$ cat config.mk
export PLATFORM = sky130hd
export DESIGN_NAME = spiker_stream_reader_flat
export DESIGN_NICKNAME = d
export VERILOG_FILES = /design/src/rtl/spiker_stream_pkg.sv /design/src/rtl/spiker_stream_reader_if.sv /design/src/rtl/spiker_chunk_shifter.sv /design/src/rtl/spiker_stream_reader.sv /design/src/flat_wrapper.sv
export SDC_FILE = /design/constraint.sdc
export NUM_CORES = 2
export LEC_CHECK = 0
export CAP_MARGIN = 20
export CORE_AREA = 8 8 315 317
export DETAILED_ROUTE_END_ITERATION = 7
export DIE_AREA = 0 0 323 325
export PLACE_DENSITY = 0.64
export SYNTH_ARGS = -nofsm -noshare
export SYNTH_HDL_FRONTEND = slang
export SYNTH_SLANG_ARGS = --single-unit
$ cat constraint.sdc
create_clock -name clk_i -period 5.7 [get_ports clk_i]
set_input_delay 1.14 -clock clk_i [delete_from_list [all_inputs] [get_ports clk_i]]
set_output_delay 1.14 -clock clk_i [all_outputs]
set_load 0.1 [all_outputs]
$ cat src/rtl/spiker_stream_pkg.sv
// Shared types and helpers for the spiker stream reader.
// Optional preload (shadow frame) support is enabled with SPIKER_READER_PRELOAD_EN.
package spiker_stream_pkg;

  typedef enum logic [1:0] {
    IDLE   = 2'd0,
    LOAD   = 2'd1,
    STREAM = 2'd2,
    DONE   = 2'd3
  } state_t;

  function automatic int ceil_div(input int num, input int den);
    return (num + den - 1) / den;
  endfunction

endpackage

$ cat src/rtl/spiker_stream_reader_if.sv
// Beat stream between the spike reader (master) and the spiker core (slave).
interface spiker_stream_reader_if #(
  parameter int CHUNK = 4
) ();

  logic [CHUNK-1:0] chunk;
  logic             valid;
  logic             ready;
  logic             last;

  modport master (output chunk, output valid, output last, input ready);
  modport slave  (input chunk, input valid, input last, output ready);

endinterface

$ cat src/rtl/spiker_chunk_shifter.sv
// Frame snapshot, pad masking and LSB-first shift-out for the spike reader.
// With SPIKER_READER_PRELOAD_EN a shadow register holds a preloaded frame.
module spiker_chunk_shifter #(
  parameter int DATA_W   = 800,
  parameter int N_SPIKES = 784,
  parameter int CHUNK    = 4
) (
  input  logic              clk_i,
  input  logic              rst_ni,
  input  logic [DATA_W-1:0] spikes_i,
  input  logic              load,
  input  logic              shift,
  input  logic              shadow_wr,
  input  logic              shadow_to_shift,
  output logic [CHUNK-1:0]  chunk_o
);

  // Bits at or above N_SPIKES never reach the core.
  localparam logic [DATA_W-1:0] PAD_MASK = {DATA_W{1'b1}} >> (DATA_W - N_SPIKES);

  logic [DATA_W-1:0] shift_q;

`ifdef SPIKER_READER_PRELOAD_EN
  logic [DATA_W-1:0] shadow_q;

  // Shadow frame: latest start request outside IDLE wins.
  always_ff @(posedge clk_i or negedge rst_ni) begin
    if (!rst_ni) begin
      shadow_q <= '0;
    end else if (shadow_wr) begin
      shadow_q <= spikes_i & PAD_MASK;
    end
  end

  // Shift register: fresh capture, shadow promotion or zero-filled shift.
  always_ff @(posedge clk_i or negedge rst_ni) begin
    if (!rst_ni) begin
      shift_q <= '0;
    end else if (load) begin
      shift_q <= spikes_i & PAD_MASK;
    end else if (shadow_to_shift) begin
      shift_q <= shadow_q;
    end else if (shift) begin
      shift_q <= shift_q >> CHUNK;
    end
  end
`else
  logic unused_shadow;
  assign unused_shadow = shadow_wr ^ shadow_to_shift;

  // Shift register: fresh capture or zero-filled shift.
  always_ff @(posedge clk_i or negedge rst_ni) begin
    if (!rst_ni) begin
      shift_q <= '0;
    end else if (load) begin
      shift_q <= spikes_i & PAD_MASK;
    end else if (shift) begin
      shift_q <= shift_q >> CHUNK;
    end
  end
`endif

  assign chunk_o = shift_q[CHUNK-1:0];

endmodule

$ cat src/rtl/spiker_stream_reader.sv
// Spike frame reader: snapshots the register file on start and streams it
// to the spiker core in CHUNK-bit beats, LSB first.
// Optional preload of a second frame: SPIKER_READER_PRELOAD_EN.
//
// state  | meaning
// IDLE   | waiting for start_i; beat count holds last frame length
// LOAD   | start_o pulse, beat count cleared
// STREAM | beats offered on the stream interface
// DONE   | done_o pulse, then IDLE (or LOAD when a frame is pending)
module spiker_stream_reader
  import spiker_stream_pkg::*;
#(
  parameter  int WIDTH    = 32,
  parameter  int N_REG    = 25,
  parameter  int N_SPIKES = 784,
  parameter  int CHUNK    = 4,
  localparam int DATA_W   = N_REG * WIDTH,
  localparam int N_BEATS  = ceil_div(N_SPIKES, CHUNK),
  localparam int BEAT_W   = $clog2(N_BEATS + 1)
) (
  input  logic                  clk_i,
  input  logic                  rst_ni,
  input  logic                  start_i,
  input  logic                  abort_i,
  input  logic [DATA_W-1:0]     spikes_i,
  spiker_stream_reader_if.master chunk_if,
  output logic                  start_o,
  output logic                  done_o,
  output logic                  busy_o,
  output logic                  pending_o,
  output logic [BEAT_W-1:0]     beat_cnt_o
);

  if (N_SPIKES > DATA_W) begin : g_bad_spikes
    $error("spiker_stream_reader: N_SPIKES exceeds N_REG*WIDTH");
  end
  if (CHUNK < 1 || CHUNK > DATA_W) begin : g_bad_chunk
    $error("spiker_stream_reader: CHUNK must be 1..N_REG*WIDTH");
  end

  state_t            state_q, state_d;
  logic [BEAT_W-1:0] beat_cnt_q;
  logic              last_beat;
  logic              load, shift_en, cnt_clr, cnt_inc;
  logic              shadow_wr, shadow_to_shift;
  logic [CHUNK-1:0]  chunk_w;

  assign last_beat = (beat_cnt_q == BEAT_W'(N_BEATS - 1));

`ifdef SPIKER_READER_PRELOAD_EN
  logic pending_q, pend_set, pend_clr;
`endif

  // State register.
  always_ff @(posedge clk_i or negedge rst_ni) begin
    if (!rst_ni) state_q <= IDLE;
    else         state_q <= state_d;
  end

  // Next state and datapath strobes; abort overrides everything.
  always_comb begin
    state_d         = state_q;
    load            = 1'b0;
    shift_en        = 1'b0;
    cnt_clr         = 1'b0;
    cnt_inc         = 1'b0;
    shadow_wr       = 1'b0;
    shadow_to_shift = 1'b0;
`ifdef SPIKER_READER_PRELOAD_EN
    pend_set        = 1'b0;
    pend_clr        = 1'b0;
`endif
    if (abort_i) begin
      state_d = IDLE;
`ifdef SPIKER_READER_PRELOAD_EN
      pend_clr = 1'b1;
`endif
    end else begin
      unique case (state_q)
        IDLE: begin
          if (start_i) begin
            load    = 1'b1;
            state_d = LOAD;
          end
        end
        LOAD: begin
          cnt_clr = 1'b1;
          state_d = STREAM;
        end
        STREAM: begin
          if (chunk_if.ready) begin
            shift_en = 1'b1;
            cnt_inc  = 1'b1;
            if (last_beat) state_d = DONE;
          end
        end
        DONE: begin
          state_d = IDLE;
`ifdef SPIKER_READER_PRELOAD_EN
          if (pending_q) begin
            shadow_to_shift = 1'b1;
            pend_clr        = 1'b1;
            state_d         = LOAD;
          end
`endif
        end
        default: state_d = IDLE;
      endcase
`ifdef SPIKER_READER_PRELOAD_EN
      // A start while busy (including the DONE that promotes the shadow) preloads.
      if (start_i && state_q != IDLE) begin
        shadow_wr = 1'b1;
        pend_set  = 1'b1;
      end
`endif
    end
  end

  // Beat counter: cleared in LOAD, counts accepted beats, holds in IDLE.
  always_ff @(posedge clk_i or negedge rst_ni) begin
    if (!rst_ni)      beat_cnt_q <= '0;
    else if (cnt_clr) beat_cnt_q <= '0;
    else if (cnt_inc) beat_cnt_q <= beat_cnt_q + BEAT_W'(1);
  end

`ifdef SPIKER_READER_PRELOAD_EN
  // Pending flag; a new preload in the promoting DONE cycle wins over the clear.
  always_ff @(posedge clk_i or negedge rst_ni) begin
    if (!rst_ni)       pending_q <= 1'b0;
    else if (pend_set) pending_q <= 1'b1;
    else if (pend_clr) pending_q <= 1'b0;
  end
  assign pending_o = pending_q;
`else
  assign pending_o = 1'b0;
`endif

  spiker_chunk_shifter #(
    .DATA_W  (DATA_W),
    .N_SPIKES(N_SPIKES),
    .CHUNK   (CHUNK)
  ) u_shifter (
    .clk_i          (clk_i),
    .rst_ni         (rst_ni),
    .spikes_i       (spikes_i),
    .load           (load),
    .shift          (shift_en),
    .shadow_wr      (shadow_wr),
    .shadow_to_shift(shadow_to_shift),
    .chunk_o        (chunk_w)
  );

  assign chunk_if.chunk = chunk_w;
  assign chunk_if.valid = (state_q == STREAM);
  assign chunk_if.last  = (state_q == STREAM) && last_beat;
  assign start_o        = (state_q == LOAD);
  assign done_o         = (state_q == DONE);
  assign busy_o         = (state_q != IDLE);
  assign beat_cnt_o     = beat_cnt_q;

endmodule
$ cat src/flat_wrapper.sv
// flat-port wrapper written by rule: the top's interface ports become plain ports
module spiker_stream_reader_flat import spiker_stream_pkg::*;
#(
  parameter  int WIDTH    = 32,
  parameter  int N_REG    = 25,
  parameter  int N_SPIKES = 784,
  parameter  int CHUNK    = 4,
  localparam int DATA_W   = N_REG * WIDTH,
  localparam int N_BEATS  = ceil_div(N_SPIKES, CHUNK),
  localparam int BEAT_W   = $clog2(N_BEATS + 1)
)
  (clk_i, rst_ni, start_i, abort_i, spikes_i, start_o, done_o, busy_o, pending_o, beat_cnt_o, chunk_if_chunk, chunk_if_valid, chunk_if_last, chunk_if_ready);
  spiker_stream_reader_if #(.CHUNK(CHUNK)) chunk_if_i ();
  input  logic clk_i;
  input  logic rst_ni;
  input  logic start_i;
  input  logic abort_i;
  input  logic [DATA_W-1:0] spikes_i;
  output logic start_o;
  output logic done_o;
  output logic busy_o;
  output logic pending_o;
  output logic [BEAT_W-1:0] beat_cnt_o;
  output wire logic [$bits(chunk_if_i.chunk)-1:0] chunk_if_chunk;
  output wire logic [$bits(chunk_if_i.valid)-1:0] chunk_if_valid;
  output wire logic [$bits(chunk_if_i.last)-1:0] chunk_if_last;
  input wire logic [$bits(chunk_if_i.ready)-1:0] chunk_if_ready;
  assign chunk_if_chunk = chunk_if_i.chunk;
  assign chunk_if_valid = chunk_if_i.valid;
  assign chunk_if_last = chunk_if_i.last;
  assign chunk_if_i.ready = chunk_if_ready;
  spiker_stream_reader #(.WIDTH(WIDTH), .N_REG(N_REG), .N_SPIKES(N_SPIKES), .CHUNK(CHUNK)) u_core (.clk_i(clk_i), .rst_ni(rst_ni), .start_i(start_i), .abort_i(abort_i), .spikes_i(spikes_i), .chunk_if(chunk_if_i), .start_o(start_o), .done_o(done_o), .busy_o(busy_o), .pending_o(pending_o), .beat_cnt_o(beat_cnt_o));
endmodule
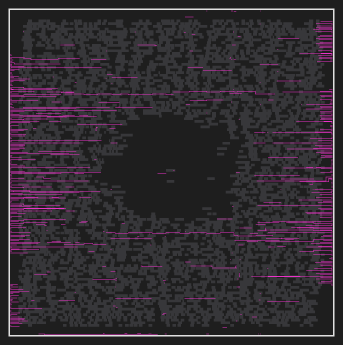
met3.png
(1 px per µm) Cells faint in the background.
longest straight run = 113 µm
wire length on this layer = 7560 µm
nets with wire on the layer = 406
share of all routed wire = 6.9%

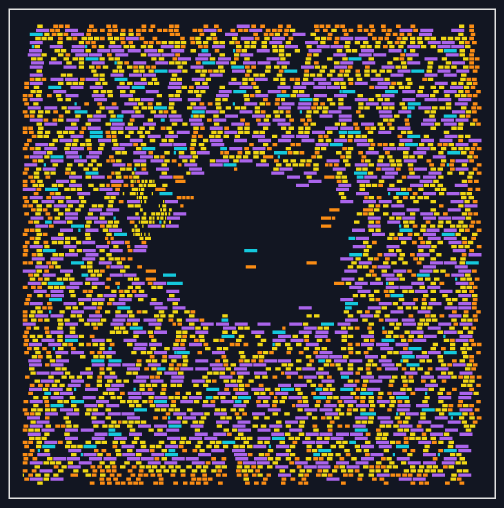
cell_classes.png
(1.5 px per µm)
orange -> other buffers and delay cells  # cells 842
purple -> flip-flops  # cells 794
yellow -> all other logic  # cells 1629
cyan -> clock drivers and dummy loads  # cells 162
number of standard-cell rows in the floorplan: 113
total core area: 0.0942 mm²
Non-Filler Cell Area, Final: 0.0510 mm²
sequential share of cell area: 38.9%

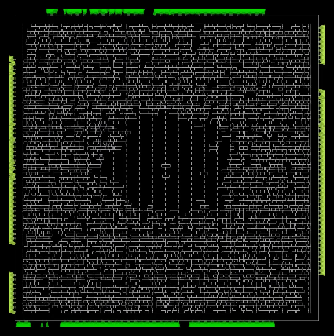
final_placement.png
fraction of the core area covered by cells at the end of the flow: 54.2%
non-filler cells in the finished layout: 4743

==> impl_results.html <==
<h2>Synthesis and place &amp; route</h2>
<table>
<tr><th>Metric</th><th>Value</th></tr>
<tr><th colspan="2">Outcome</th></tr>
<tr><td>Outcome</td><td>finished, final reports clean</td></tr>
<tr><th colspan="2">Clocking</th></tr>
<tr><td>H-tree depth reported by CTS</td><td>3</td></tr>
<tr><td>Sinks on Clock Net</td><td>just under 800</td></tr>
<tr><td>TritonCTS clock tree</td><td>built</td></tr>
<tr><th colspan="2">Placed design</th></tr>
<tr><td>GP Congestion</td><td>around 0.84</td></tr>
<tr><td>Total half-perimeter wirelength after legalization and detailed placement</td><td>80.9 mm</td></tr>
<tr><td>Number of buffer cells added on primary ports</td><td>805</td></tr>
<tr><th colspan="2">Worst hold path</th></tr>
<tr><td>Hold Path Stages</td><td>1</td></tr>
<tr><td>HP Start</td><td>u_core.u_shifter.shift_q[775]$_DFFE_PN0P_</td></tr>
<tr><td>WHS Endpoint</td><td>u_core.u_shifter.shift_q[775]$_DFFE_PN0P_</td></tr>
<tr><td>Hold Path Class</td><td>register to register</td></tr>
<tr><th colspan="2">Final timing</th></tr>
<tr><td>Highest clock frequency the design can meet</td><td>216 MHz</td></tr>
<tr><td>Total Neg Setup Slack</td><td>0 ns</td></tr>
<tr><td>Slew @ Worst Pin</td><td>1.13 ns</td></tr>
<tr><td>Endpoints failing setup</td><td>0</td></tr>
<tr><td>Max-slew violation total from the final report</td><td>0</td></tr>
<tr><td>Post-layout period usage</td><td>81.2%</td></tr>
<tr><td>Worst slew margin</td><td>24.2%</td></tr>
<tr><th colspan="2">Synth</th></tr>
<tr><td>Ys cells</td><td>2603</td></tr>
<tr><td>Average cell area after synthesis</td><td>~15 µm²</td></tr>
<tr><td>Post-synthesis async set-or-reset flop share</td><td>100%</td></tr>
<tr><td>Area contributors post-synth</td><td>sky130_fd_sc_hd__dfrtp_1 (51%), sky130_fd_sc_hd__mux2_2 (39%), sky130_fd_sc_hd__mux2_1 (5.8%)</td></tr>
<tr><td>Flops after synth</td><td>794</td></tr>
<tr><td>Gate count of the mapped netlist</td><td>between 2000 and 3000</td></tr>
<tr><th colspan="2">Power</th></tr>
<tr><td>Leak pwr</td><td>21.7 nW</td></tr>
<tr><td>Worst-case vdd ir drop</td><td>roughly 0.36 mV</td></tr>
<tr><th colspan="2">Setup path</th></tr>
<tr><td>Critical path start-end classification</td><td>register to output pin</td></tr>
<tr><td>Top Family by Delay on Critical Path</td><td>buffers and inverters</td></tr>
<tr><td>Worst-case register-to-register setup slack</td><td>2.68 ns</td></tr>
<tr><td>Type of element launching the critical path</td><td>register</td></tr>
<tr><td>Launch point of the worst path</td><td>u_core.beat_cnt_o[0]$_DFFE_PN0P_</td></tr>
<tr><td>Delay of the slowest cell on the worst path</td><td>1.29 ns</td></tr>
<tr><th colspan="2">Route</th></tr>
<tr><td>Topmost layer with routed signal wires</td><td>met5</td></tr>
<tr><td>Per-cell routed wire length</td><td>23.1 µm</td></tr>
<tr><td>Number of violations reported at the end of detailed-routing iteration 0</td><td>1088</td></tr>
<tr><td>Remaining antenna violation count after routing</td><td>0</td></tr>
<tr><td>Count of vias placed by the detailed router</td><td>23924</td></tr>
<tr><th colspan="2">Die</th></tr>
<tr><td>Die ar.</td><td>0.105 mm²</td></tr>
<tr><td>Die Width</td><td>323 µm</td></tr>
<tr><th colspan="2">Global route</th></tr>
<tr><td>Global Route Usage Sum</td><td>20.4%</td></tr>
<tr><td>Number of antenna violations at the first check in global routing</td><td>71</td></tr>
<tr><td>Global routing's busiest layer</td><td>met2</td></tr>
<tr><td>Congestion Overflow GR</td><td>0</td></tr>
<tr><td>Largest net degree at the start of global routing</td><td>157</td></tr>
<tr><td>Met3 global-route usage</td><td>~6.8%</td></tr>
<tr><th colspan="2">Flow run</th></tr>
<tr><td>Number of warning messages in the logs</td><td>74</td></tr>
<tr><th colspan="2">Final layout</th></tr>
<tr><td>Nets</td><td>4168</td></tr>
</table>
area by class of cell:
cell class	count	area (µm²)
tap	1265	1580
sequential	794	19900
timing repair buffer	842	8510
fill	7888	43100
clock buffer	138	2670
multi-input combinational	1624	18000
antenna	51	128
inverter	5	18.8
clock inverter	24	239
worst max-delay path by stage:
stage	slack (ns)	to	cells after the start
after floorplan	1.12	chunk_if_last	5
after global placement	1.73	u_core.u_shifter.shift_q[63]$_DFFE_PN0P_	6
after detailed placement	1.72	u_core.u_shifter.shift_q[63]$_DFFE_PN0P_	6
after CTS	1.0	chunk_if_last	4
after global routing	0.87	chunk_if_last	4
final	1.07	chunk_if_last	4
per-stage QoR:
| step | std cells | cell area [µm²] | hold WS [ns] | power [W] | worst slack (ns) |
|---|---|---|---|---|---|
| final | 4743 | 51000 | 0.499 | 0.0236 | 1.07 |
| after global routing | 4723 | 51000 | 0.513 | 0.0252 | 0.868 |
| after CTS | 4692 | 50900 | 0.504 | 0.0240 | 0.996 |
| after detailed placement | 4530 | 48000 | 0.490 | 0.0181 | 1.72 |
| after global placement | 4530 | 48000 | 0.483 | 0.0177 | 1.73 |
| after floorplan | 2603 | 39000 | 0.467 | 0.0160 | 1.12 |
registers in the layout (all words and copies together) (netlist names):
signal                    cells
u_core.u_shifter.shift_q    784
u_core.beat_cnt_o             8
u_core.state_q                2
cells by family after synthesis:
| logic type | synth area share, % |
|---|---|
| buffers and inverters | 2.83 |
| muxes | 45.1 |
| AOI/OAI and AO/OA | 0.347 |
| adders and majority gates | 0.193 |
| xor gates and xnor gates | 0.0449 |
| DFF | 51.0 |
| other | 0.00962 |
| and+or+nand+nor | 0.510 |
power breakdown:
part | switching [W] | internal (W)
clock network | 0.00235 | 0.00335
registers | 0.00138 | 0.00837
logic | 0.00283 | 0.00537
total | 0.00656 | 0.0171
Power and IR drop assume default switching activity.
